### src/rtl/alu_exec_unit_if.sv
// Issue stream and ALU result channel between the RS, the ALU execution unit and the CDB.
// Supplies fallback opcode/width macros when the shared utils.v definitions are absent.
`ifndef OPT_NONE
`define INST_OPT_TP   5:0
`define ROB_IDX_TP    3:0
`define ZERO_ROB_IDX  4'd0
`define OPT_NONE      6'd0
`define OPT_LUI       6'd1
`define OPT_AUIPC     6'd2
`define OPT_JAL       6'd3
`define OPT_JALR      6'd4
`define OPT_BEQ       6'd5
`define OPT_BNE       6'd6
`define OPT_BLT       6'd7
`define OPT_BGE       6'd8
`define OPT_BLTU      6'd9
`define OPT_BGEU      6'd10
`define OPT_ADDI      6'd19
`define OPT_SLTI      6'd20
`define OPT_SLTIU     6'd21
`define OPT_XORI      6'd22
`define OPT_ORI       6'd23
`define OPT_ANDI      6'd24
`define OPT_SLLI      6'd25
`define OPT_SRLI      6'd26
`define OPT_SRAI      6'd27
`define OPT_ADD       6'd28
`define OPT_SUB       6'd29
`define OPT_SLL       6'd30
`define OPT_SLT       6'd31
`define OPT_SLTU      6'd32
`define OPT_XOR       6'd33
`define OPT_SRL       6'd34
`define OPT_SRA       6'd35
`define OPT_OR        6'd36
`define OPT_AND       6'd37
`define OPT_MUL       6'd38
`define OPT_MULH      6'd39
`define OPT_MULHSU    6'd40
`define OPT_MULHU     6'd41
`define OPT_DIV       6'd42
`define OPT_DIVU      6'd43
`define OPT_REM       6'd44
`define OPT_REMU      6'd45
`endif

interface alu_exec_unit_if;
  logic                in_ena;
  logic [`INST_OPT_TP] in_opt;
  logic [31:0]         in_val1;
  logic [31:0]         in_val2;
  logic [31:0]         in_imm;
  logic [`ROB_IDX_TP]  in_rob_idx;
  logic                busy;
  logic                cdb_alu_valid;
  logic [`ROB_IDX_TP]  cdb_alu_src;
  logic [31:0]         cdb_alu_val;

  modport master (
    output in_ena, in_opt, in_val1, in_val2, in_imm, in_rob_idx,
    input  busy, cdb_alu_valid, cdb_alu_src, cdb_alu_val
  );

  modport slave (
    input  in_ena, in_opt, in_val1, in_val2, in_imm, in_rob_idx,
    output busy, cdb_alu_valid, cdb_alu_src, cdb_alu_val
  );
endinterface

### src/rtl/alu_exec_unit.sv
// ALU execution stage: single-cycle RV32I ops plus a 32-step shift-add RV32M multiplier.
// Define ALU_DIV_EN to add a 32-step restoring divider for DIV/DIVU/REM/REMU.
module alu_exec_unit #(
  parameter int MUL_ITER = 32
) (
  input  logic           clk,
  input  logic           rst,
  input  logic           rdy,
  input  logic           rb,
  alu_exec_unit_if.slave bus
);

  localparam logic [5:0] LAST_ITER = 6'(MUL_ITER - 1);

  // state  | meaning
  // S_IDLE | accepts one issue per cycle; single-cycle ops retire here
  // S_MUL  | shift-add multiply, one partial product per edge, busy high
  // S_DIV  | restoring divide, one quotient bit per edge (ALU_DIV_EN builds)
  typedef enum logic [1:0] {S_IDLE, S_MUL, S_DIV} state_t;

  state_t             r_state, w_state_nxt;
  logic               r_busy, w_busy_nxt;
  logic               r_valid, w_valid_nxt;
  logic [`ROB_IDX_TP] r_src, w_src_nxt;
  logic [31:0]        r_val, w_val_nxt;
  logic [`INST_OPT_TP] r_op, w_op_nxt;
  logic [`ROB_IDX_TP] r_rob, w_rob_nxt;
  logic               r_neg, w_neg_nxt;
  logic [5:0]         r_cnt, w_cnt_nxt;
  logic [63:0]        r_mcand, w_mcand_nxt;
  logic [31:0]        r_mplier, w_mplier_nxt;
  logic [63:0]        r_acc, w_acc_nxt;

  logic [31:0] w_v1, w_v2, w_imm;
  logic [31:0] w_alu_res;
  logic        w_alu_hit, w_is_mul;
  logic        w_sgn1, w_sgn2, w_neg;
  logic [31:0] w_mag1, w_mag2;
  logic [63:0] w_acc_step, w_prod;
  logic [31:0] w_mul_res;

  assign w_v1  = bus.in_val1;
  assign w_v2  = bus.in_val2;
  assign w_imm = bus.in_imm;

  always_comb begin
    w_alu_res = '0;
    w_alu_hit = 1'b1;
    w_is_mul  = 1'b0;
    case (bus.in_opt)
      `OPT_LUI:                        w_alu_res = w_imm;
      `OPT_AUIPC, `OPT_JAL, `OPT_JALR: w_alu_res = w_v1 + w_imm;
      `OPT_BEQ:   w_alu_res = {31'b0, w_v1 == w_v2};
      `OPT_BNE:   w_alu_res = {31'b0, w_v1 != w_v2};
      `OPT_BLT:   w_alu_res = {31'b0, $signed(w_v1) < $signed(w_v2)};
      `OPT_BGE:   w_alu_res = {31'b0, $signed(w_v1) >= $signed(w_v2)};
      `OPT_BLTU:  w_alu_res = {31'b0, w_v1 < w_v2};
      `OPT_BGEU:  w_alu_res = {31'b0, w_v1 >= w_v2};
      `OPT_ADDI:  w_alu_res = w_v1 + w_imm;
      `OPT_SLTI:  w_alu_res = {31'b0, $signed(w_v1) < $signed(w_imm)};
      `OPT_SLTIU: w_alu_res = {31'b0, w_v1 < w_imm};
      `OPT_XORI:  w_alu_res = w_v1 ^ w_imm;
      `OPT_ORI:   w_alu_res = w_v1 | w_imm;
      `OPT_ANDI:  w_alu_res = w_v1 & w_imm;
      `OPT_SLLI:  w_alu_res = w_v1 << w_imm[4:0];
      `OPT_SRLI:  w_alu_res = w_v1 >> w_imm[4:0];
      `OPT_SRAI:  w_alu_res = $signed(w_v1) >>> w_imm[4:0];
      `OPT_ADD:   w_alu_res = w_v1 + w_v2;
      `OPT_SUB:   w_alu_res = w_v1 - w_v2;
      `OPT_SLL:   w_alu_res = w_v1 << w_v2[4:0];
      `OPT_SLT:   w_alu_res = {31'b0, $signed(w_v1) < $signed(w_v2)};
      `OPT_SLTU:  w_alu_res = {31'b0, w_v1 < w_v2};
      `OPT_XOR:   w_alu_res = w_v1 ^ w_v2;
      `OPT_SRL:   w_alu_res = w_v1 >> w_v2[4:0];
      `OPT_SRA:   w_alu_res = $signed(w_v1) >>> w_v2[4:0];
      `OPT_OR:    w_alu_res = w_v1 | w_v2;
      `OPT_AND:   w_alu_res = w_v1 & w_v2;
      `OPT_MUL, `OPT_MULH, `OPT_MULHSU, `OPT_MULHU: begin
        w_alu_hit = 1'b0;
        w_is_mul  = 1'b1;
      end
`ifdef ALU_DIV_EN
      `OPT_DIV, `OPT_DIVU, `OPT_REM, `OPT_REMU: w_alu_hit = 1'b0;
`else
      `OPT_DIV, `OPT_DIVU, `OPT_REM, `OPT_REMU: w_alu_res = '0;
`endif
      default: w_alu_hit = 1'b0;
    endcase
  end

  // Engines work on magnitudes; the sign is reapplied to the final value.
  always_comb begin
    w_sgn1 = 1'b0;
    w_sgn2 = 1'b0;
    case (bus.in_opt)
      `OPT_MULH: begin
        w_sgn1 = w_v1[31];
        w_sgn2 = w_v2[31];
      end
      `OPT_MULHSU: w_sgn1 = w_v1[31];
`ifdef ALU_DIV_EN
      `OPT_DIV, `OPT_REM: begin
        w_sgn1 = w_v1[31];
        w_sgn2 = w_v2[31];
      end
`endif
      default: ;
    endcase
    w_mag1 = w_sgn1 ? -w_v1 : w_v1;
    w_mag2 = w_sgn2 ? -w_v2 : w_v2;
    w_neg  = w_sgn1 ^ w_sgn2;
`ifdef ALU_DIV_EN
    if (bus.in_opt == `OPT_REM) w_neg = w_sgn1;
`endif
  end

  assign w_acc_step = r_acc + (r_mplier[0] ? r_mcand : 64'd0);
  assign w_prod     = r_neg ? -w_acc_step : w_acc_step;
  assign w_mul_res  = (r_op == `OPT_MUL) ? w_prod[31:0] : w_prod[63:32];

`ifdef ALU_DIV_EN
  logic        r_dz, w_dz_nxt;
  logic [31:0] r_dvd, w_dvd_nxt;
  logic [32:0] w_rem_sh, w_rem_sub;
  logic        w_ge;
  logic [31:0] w_quo, w_rem, w_div_res;

  // Divide reuses the multiply registers: r_mcand[31:0] divisor,
  // r_mplier dividend shifting out / quotient shifting in, r_acc[31:0] remainder.
  assign w_rem_sh  = {r_acc[31:0], r_mplier[31]};
  assign w_rem_sub = w_rem_sh - {1'b0, r_mcand[31:0]};
  assign w_ge      = ~w_rem_sub[32];
  assign w_quo     = {r_mplier[30:0], w_ge};
  assign w_rem     = w_ge ? w_rem_sub[31:0] : w_rem_sh[31:0];

  always_comb begin
    if (r_op == `OPT_DIV || r_op == `OPT_DIVU)
      w_div_res = r_dz ? 32'hFFFF_FFFF : (r_neg ? -w_quo : w_quo);
    else
      w_div_res = r_dz ? r_dvd : (r_neg ? -w_rem : w_rem);
  end
`endif

  always_comb begin
    w_state_nxt  = r_state;
    w_busy_nxt   = r_busy;
    w_valid_nxt  = 1'b0;
    w_src_nxt    = r_src;
    w_val_nxt    = r_val;
    w_op_nxt     = r_op;
    w_rob_nxt    = r_rob;
    w_neg_nxt    = r_neg;
    w_cnt_nxt    = r_cnt;
    w_mcand_nxt  = r_mcand;
    w_mplier_nxt = r_mplier;
    w_acc_nxt    = r_acc;
`ifdef ALU_DIV_EN
    w_dz_nxt     = r_dz;
    w_dvd_nxt    = r_dvd;
`endif
    case (r_state)
      S_IDLE: begin
        if (bus.in_ena) begin
          if (w_alu_hit) begin
            w_valid_nxt = 1'b1;
            w_src_nxt   = bus.in_rob_idx;
            w_val_nxt   = w_alu_res;
          end else if (w_is_mul) begin
            w_state_nxt  = S_MUL;
            w_busy_nxt   = 1'b1;
            w_op_nxt     = bus.in_opt;
            w_rob_nxt    = bus.in_rob_idx;
            w_neg_nxt    = w_neg;
            w_cnt_nxt    = '0;
            w_mcand_nxt  = {32'b0, w_mag1};
            w_mplier_nxt = w_mag2;
            w_acc_nxt    = '0;
          end
`ifdef ALU_DIV_EN
          else if (bus.in_opt == `OPT_DIV || bus.in_opt == `OPT_DIVU ||
                   bus.in_opt == `OPT_REM || bus.in_opt == `OPT_REMU) begin
            w_state_nxt  = S_DIV;
            w_busy_nxt   = 1'b1;
            w_op_nxt     = bus.in_opt;
            w_rob_nxt    = bus.in_rob_idx;
            w_neg_nxt    = w_neg;
            w_cnt_nxt    = '0;
            w_mcand_nxt  = {32'b0, w_mag2};
            w_mplier_nxt = w_mag1;
            w_acc_nxt    = '0;
            w_dz_nxt     = (w_v2 == 32'd0);
            w_dvd_nxt    = w_v1;
          end
`endif
        end
      end
      S_MUL: begin
        w_acc_nxt    = w_acc_step;
        w_mcand_nxt  = {r_mcand[62:0], 1'b0};
        w_mplier_nxt = {1'b0, r_mplier[31:1]};
        w_cnt_nxt    = r_cnt + 6'd1;
        if (r_cnt == LAST_ITER) begin
          w_state_nxt = S_IDLE;
          w_busy_nxt  = 1'b0;
          w_valid_nxt = 1'b1;
          w_src_nxt   = r_rob;
          w_val_nxt   = w_mul_res;
        end
      end
`ifdef ALU_DIV_EN
      S_DIV: begin
        w_acc_nxt    = {32'b0, w_rem};
        w_mplier_nxt = w_quo;
        w_cnt_nxt    = r_cnt + 6'd1;
        if (r_cnt == LAST_ITER) begin
          w_state_nxt = S_IDLE;
          w_busy_nxt  = 1'b0;
          w_valid_nxt = 1'b1;
          w_src_nxt   = r_rob;
          w_val_nxt   = w_div_res;
        end
      end
`endif
      default: begin
        w_state_nxt = S_IDLE;
        w_busy_nxt  = 1'b0;
      end
    endcase
  end

  always_ff @(posedge clk) begin
    if (rst || rb) begin
      r_state  <= S_IDLE;
      r_busy   <= 1'b0;
      r_valid  <= 1'b0;
      r_src    <= `ZERO_ROB_IDX;
      r_val    <= '0;
      r_op     <= `OPT_NONE;
      r_rob    <= `ZERO_ROB_IDX;
      r_neg    <= 1'b0;
      r_cnt    <= '0;
      r_mcand  <= '0;
      r_mplier <= '0;
      r_acc    <= '0;
`ifdef ALU_DIV_EN
      r_dz     <= 1'b0;
      r_dvd    <= '0;
`endif
    end else if (rdy) begin
      r_state  <= w_state_nxt;
      r_busy   <= w_busy_nxt;
      r_valid  <= w_valid_nxt;
      r_src    <= w_src_nxt;
      r_val    <= w_val_nxt;
      r_op     <= w_op_nxt;
      r_rob    <= w_rob_nxt;
      r_neg    <= w_neg_nxt;
      r_cnt    <= w_cnt_nxt;
      r_mcand  <= w_mcand_nxt;
      r_mplier <= w_mplier_nxt;
      r_acc    <= w_acc_nxt;
`ifdef ALU_DIV_EN
      r_dz     <= w_dz_nxt;
      r_dvd    <= w_dvd_nxt;
`endif
    end
  end

  assign bus.busy          = r_busy;
  assign bus.cdb_alu_valid = r_valid;
  assign bus.cdb_alu_src   = r_src;
  assign bus.cdb_alu_val   = r_val;

endmodule
### src/flat_wrapper.sv
// flat-port wrapper written by rule: the top's interface ports become plain ports
module alu_exec_unit_flat 
#(
  parameter int MUL_ITER = 32
)
  (clk, rst, rdy, rb, bus_in_ena, bus_in_opt, bus_in_val1, bus_in_val2, bus_in_imm, bus_in_rob_idx, bus_busy, bus_cdb_alu_valid, bus_cdb_alu_src, bus_cdb_alu_val);
  alu_exec_unit_if bus_i ();
  input  logic clk;
  input  logic rst;
  input  logic rdy;
  input  logic rb;
  input wire logic [$bits(bus_i.in_ena)-1:0] bus_in_ena;
  input wire logic [$bits(bus_i.in_opt)-1:0] bus_in_opt;
  input wire logic [$bits(bus_i.in_val1)-1:0] bus_in_val1;
  input wire logic [$bits(bus_i.in_val2)-1:0] bus_in_val2;
  input wire logic [$bits(bus_i.in_imm)-1:0] bus_in_imm;
  input wire logic [$bits(bus_i.in_rob_idx)-1:0] bus_in_rob_idx;
  output wire logic [$bits(bus_i.busy)-1:0] bus_busy;
  output wire logic [$bits(bus_i.cdb_alu_valid)-1:0] bus_cdb_alu_valid;
  output wire logic [$bits(bus_i.cdb_alu_src)-1:0] bus_cdb_alu_src;
  output wire logic [$bits(bus_i.cdb_alu_val)-1:0] bus_cdb_alu_val;
  assign bus_i.in_ena = bus_in_ena;
  assign bus_i.in_opt = bus_in_opt;
  assign bus_i.in_val1 = bus_in_val1;
  assign bus_i.in_val2 = bus_in_val2;
  assign bus_i.in_imm = bus_in_imm;
  assign bus_i.in_rob_idx = bus_in_rob_idx;
  assign bus_busy = bus_i.busy;
  assign bus_cdb_alu_valid = bus_i.cdb_alu_valid;
  assign bus_cdb_alu_src = bus_i.cdb_alu_src;
  assign bus_cdb_alu_val = bus_i.cdb_alu_val;
  alu_exec_unit #(.MUL_ITER(MUL_ITER)) u_core (.clk(clk), .rst(rst), .rdy(rdy), .rb(rb), .bus(bus_i));
endmodule
### config.mk
export PLATFORM = sky130hd
export DESIGN_NAME = alu_exec_unit_flat
export DESIGN_NICKNAME = d
export VERILOG_FILES = /design/src/rtl/alu_exec_unit_if.sv /design/src/rtl/alu_exec_unit.sv /design/src/flat_wrapper.sv
export SDC_FILE = /design/constraint.sdc
export NUM_CORES = 2
export LEC_CHECK = 0
export CAP_MARGIN = 5
export CORE_MARGIN = 8
export CORE_UTILIZATION = 45
export CTS_BUF_LIST = sky130_fd_sc_hd__clkbuf_4 sky130_fd_sc_hd__clkbuf_8
export CTS_CLUSTER_DIAMETER = 100
export DETAILED_ROUTE_END_ITERATION = 12
export GPL_TIMING_DRIVEN = 0
export SLEW_MARGIN = 15
export SYNTH_ARGS = -nofsm -noshare
export SYNTH_HDL_FRONTEND = slang
export SYNTH_SLANG_ARGS = --single-unit
### constraint.sdc
create_clock -name clk -period 12.9 [get_ports clk]
set_clock_uncertainty 0.15 [all_clocks]
set_input_delay 1.935 -clock clk [delete_from_list [all_inputs] [get_ports clk]]
set_output_delay 1.935 -clock clk [all_outputs]
set_load 0.005 [all_outputs]
Fig. 1: register map, names as in the netlist
Other sequential cells in the stronger grey, the rest of the logic in the fainter grey.
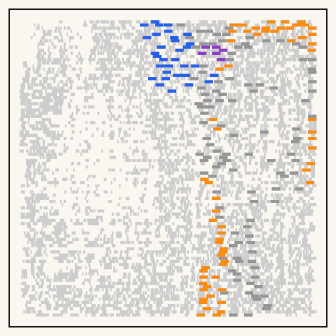
Key: blue = `u_core.r_mplier` [placed flops 32, where top middle]; orange = `u_core.r_mcand` [placed flops 64]; purple = `u_core.r_cnt` [placed flops 6]
Seq/total area: 13.0%
fin util: 50.4%
FF+latch area: 4300 um2

Fig. 2: floorplan with the power grid
Pins as bars on the die edge. Tap cells in grey.
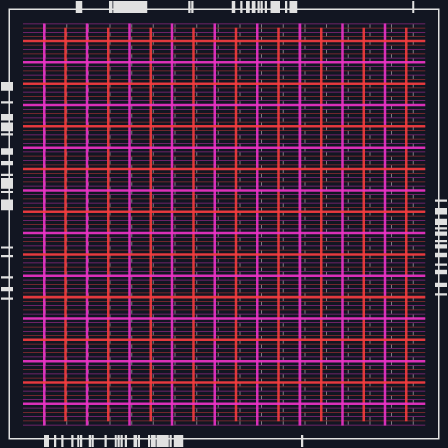
Key: magenta = VSS; red = VDD
18 straps on met5. 149 signal pins sit on the boundary. 95 met1 rails follow the rows. 864 tap cells. The core has 94 rows.
peak supply drop: 0.0000480 V
core footprint: 65500 um2

==> Changelog: implementation <==
### Implementation results

- Status: finished, final reports clean
- Cell type with the largest total area: dfxtp_1
- Hold endpoint: u_core.r_mplier[14]
- Top cell area share: 14.5%
- Vias per cell: 7.00
- Final Hold Vio Count: 0
- Vias in the first global route: 34800
- H-Tree Depth: 2
- Setup-failing EPs final: 0
- Cells in synth_stat.txt: ~4300
- WHS Path Cells: 2
- Hold WS: 0.302 ns
- # fillers: around 6800
- Synth warn: 0
- Sw Share: 40.7%
- CTS tree: done
- Worst-path clk slew: 0.08 ns
- Worst reg2reg path depth: 18
- DR iter-0 viols: 4995
- Seq pwr share: 31.6%
- FFs w/ async S/R, synth: 0%
- Seq share, synth: between 10% and 20%
- CP peak stage delay: 0.64 ns
- CP startpoint: bus_in_opt[3]
- Gate power share: 37.6%
- NetSw: ~0.86 mW
- Tool warnings: 28
- Reg2reg end: u_core.bus.cdb_alu_val[17]
- Yosys reg bits: between 200 and 250
- Total grt overflow: 0
- Top FF cell, synth: dfxtp_1
- # port buffers: 139
- Max Slew Vio Count: 0
- Final nets: about 4700
- Critical path data arrival time: 9.15 ns
- Synth cell types: around 110
- Hold_buf cts: 0
- Mapped cell area: just under 30000 um2
- Synth Instances: 4262
- Die Y: 273 um
- Proportion of layout cells with a drive suffix above 1: 5.71%
- Period minus WS final: 8.80 ns
- Slowest cell on crit path: o31ai_1
- Post-DP HPWL: 142000 um
- Met2 usage: 70.4%
- Rel. slew slack: under 10%
- Commonest Layout Cell: nand2_1
- Power Density: 64.2 nW/um2
- Setup TNS: 0 ns
- Crit path max fanout: 10
- Clock Sink Count: ~220
- Critical path required time: 13.24 ns
- Final setup margin: 4.10 ns
- Placer Congestion: 1.14
- Tcrit/Tclk final: 68.3%
- Crit. End Element: register
- Clock Root Buffer: clkbuf_8
- Top Usage Layer GRT: met2
- Cell area leaders: dfxtp_1 15%, nand2_1 7.3%, a21oi_1 7.0%, ha_1 6.8%, o21ai_0 5.2%
- Post-synth EDFFs: 0
- Post-CTS Setup Bufs: 0
- R2R setup slack: between 5 and 6 ns
- FP Util: a little under half
- Yosys stat area: 29700 um2
- Maxcap violations: 0
- Initial antenna violation count: 13
- Post-CTS sizing: 0
- Width of the die: 273 um
- Core Rows: 94
- Cell Int Power: 1.25 mW
- Met3 Resource Use GR: 13.0%
- Post-place setup slack: 3.85 ns
- Global Route Usage Sum: a little under half
- Via count: 37400
- CP most frequent cell: o21ai_0
- DR WL/cell: 33.4 um
- CTS buffer count: 36
- End of the critical path: u_core.bus.cdb_alu_val[28]
- P&R area growth vs syn: 11.3%
- Global routing met1 resource utilization: 50.0%
- RSZ-0062 raised after global routing: false
- First-pass GRT wire length: around 250000 um
- Worst path cell trace: clkdlybuf4s50_1 -> clkbuf_1 -> buf_1 -> nand2_1 -> nor2_1 -> nand2_1 -> clkbuf_1 -> o21ai_0 -> ha_1 -> inv_1 -> fa_1 -> nor2b_1 -> o21ai_0 -> nand2b_1 -> a31oi_1 -> o21ai_0 -> a32oi_1 -> o31ai_1 -> a21oi_1 -> mux2i_1 -> a2111oi_0 -> a21oi_1 -> a31o_2
- Hold Crit Class: reg2reg
- Num ports: 149
Fig. 3: clock distribution
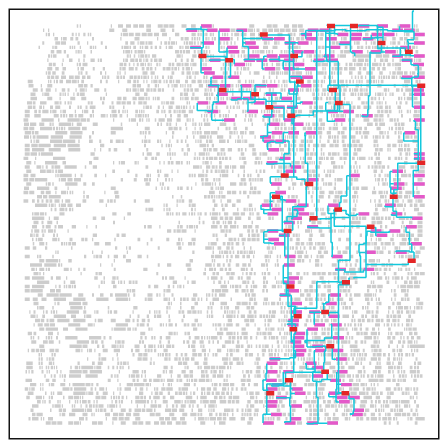
Key: red = clock drivers [count 36]; magenta = flip-flops [count 215]; cyan = clock wires [length 3430 um]
There are 37 routed clock nets.
Clk pwr share: 30.8%
clock-net power: 0.652 mW
Latency at later pin: 0.60 ns

==> power by group through the flow <==
| stage | Clock (mW) | Combinational (mW) | Sequential (mW) |
|---|---|---|---|
| global placement | 0 | 0.745 | 0.684 |
| global route | 0.679 | 0.812 | 0.669 |
| floorplan | 0 | 0.431 | 0.683 |
| detailed placement | 0 | 0.742 | 0.684 |
| finish | 0.652 | 0.796 | 0.670 |
| CTS | 0.651 | 0.745 | 0.669 |
==> Yosys cell counts (18+ instances only) <==
cell type	n
nand2_1	580
a21oi_1	414
nor2_1	382
o21ai_0	306
clkbuf_1	295
dfxtp_1	215
ha_1	161
mux2i_1	150
xnor2_1	133
a22oi_1	118
inv_1	114
nand3_1	109
and2_1	98
a21o_1	89
nor3_1	78
mux4_2	68
nand4_1	60
a211oi_1	57
a31oi_1	52
xor2_1	52
o211ai_1	49
o31ai_1	39
or3_1	36
nor2b_1	33
nor4_1	33
o22ai_1	33
a221oi_1	32
and3_1	32
buf_2	30
o21a_1	22
nand2b_1	20
o21ai_1	18
o21bai_1	18
==> flip-flops by register name (all words and copies together) (netlist names) <==
signal / flops
u_core.bus.cdb_alu_valid: 1
u_core.bus.cdb_alu_val: 32
u_core.bus.cdb_alu_src: 4
u_core.r_mplier: 32
u_core.r_cnt: 6
u_core.r_neg: 1
u_core.r_mcand: 64
u_core.r_acc: 64
u_core.r_op: 6
u_core.r_rob: 4
u_core.bus.busy: 1
==> metal layers <==
metal | up-vias | routed length, um
li1 | 16200 | -
met1 | 17500 | 60600
met2 | 2846 | 76100
met3 | 874 | 20300
met4 | 6 | 21300
met5 | - | 35
==> final cells by class <==
class	count	area (um2)	share of cell area, %
antenna	10	25.0	0.0758
sequential	215	4300	13.0
multi-input combinational	3584	23600	71.5
clock inverter	15	125	0.379
clock buffer	46	614	1.86
timing repair buffer	143	1420	4.29
inverter	116	435	1.32
tap	864	1080	3.28
buffer	347	1390	4.20
==> worst max-delay path: cells and delay by family <==
kind,cells,cell delay (ns)
fa+ha+maj,2,0.61
buf+inv,5,1.82
mux,1,0.19
compound gates,10,3.43
simple gates,5,1.13
==> kinds of logic (layout without fill, tap and decap cells) <==
family                     Yosys count  in the layout  share of synthesized area [%]
adders and majority gates          164            164                           7.00
AOI/OAI and AO/OA                 1458           1458                           31.8
muxes                              229            229                           10.6
buffers and inverters              463            667                           6.13
xor gates and xnor gates           185            185                           5.46
and+or+nand+nor                   1548           1548                           24.4
DFF                                215            215                           14.5
other                                0             10                              0
==> stage by stage <==
stage                     area [um2]  utilization, %  total power, mW  instances
final                          33000            50.4             2.12       5340
after global routing           33000            50.3             2.16       5332
after CTS                      32900            50.3             2.07       5330
after detailed placement       32200            49.1             1.43       5269
after global placement         32100            49.0             1.43       5265
after floorplan                29700               -             1.11       4262
No activity file was given, so power comes from the tool's default toggle rates.
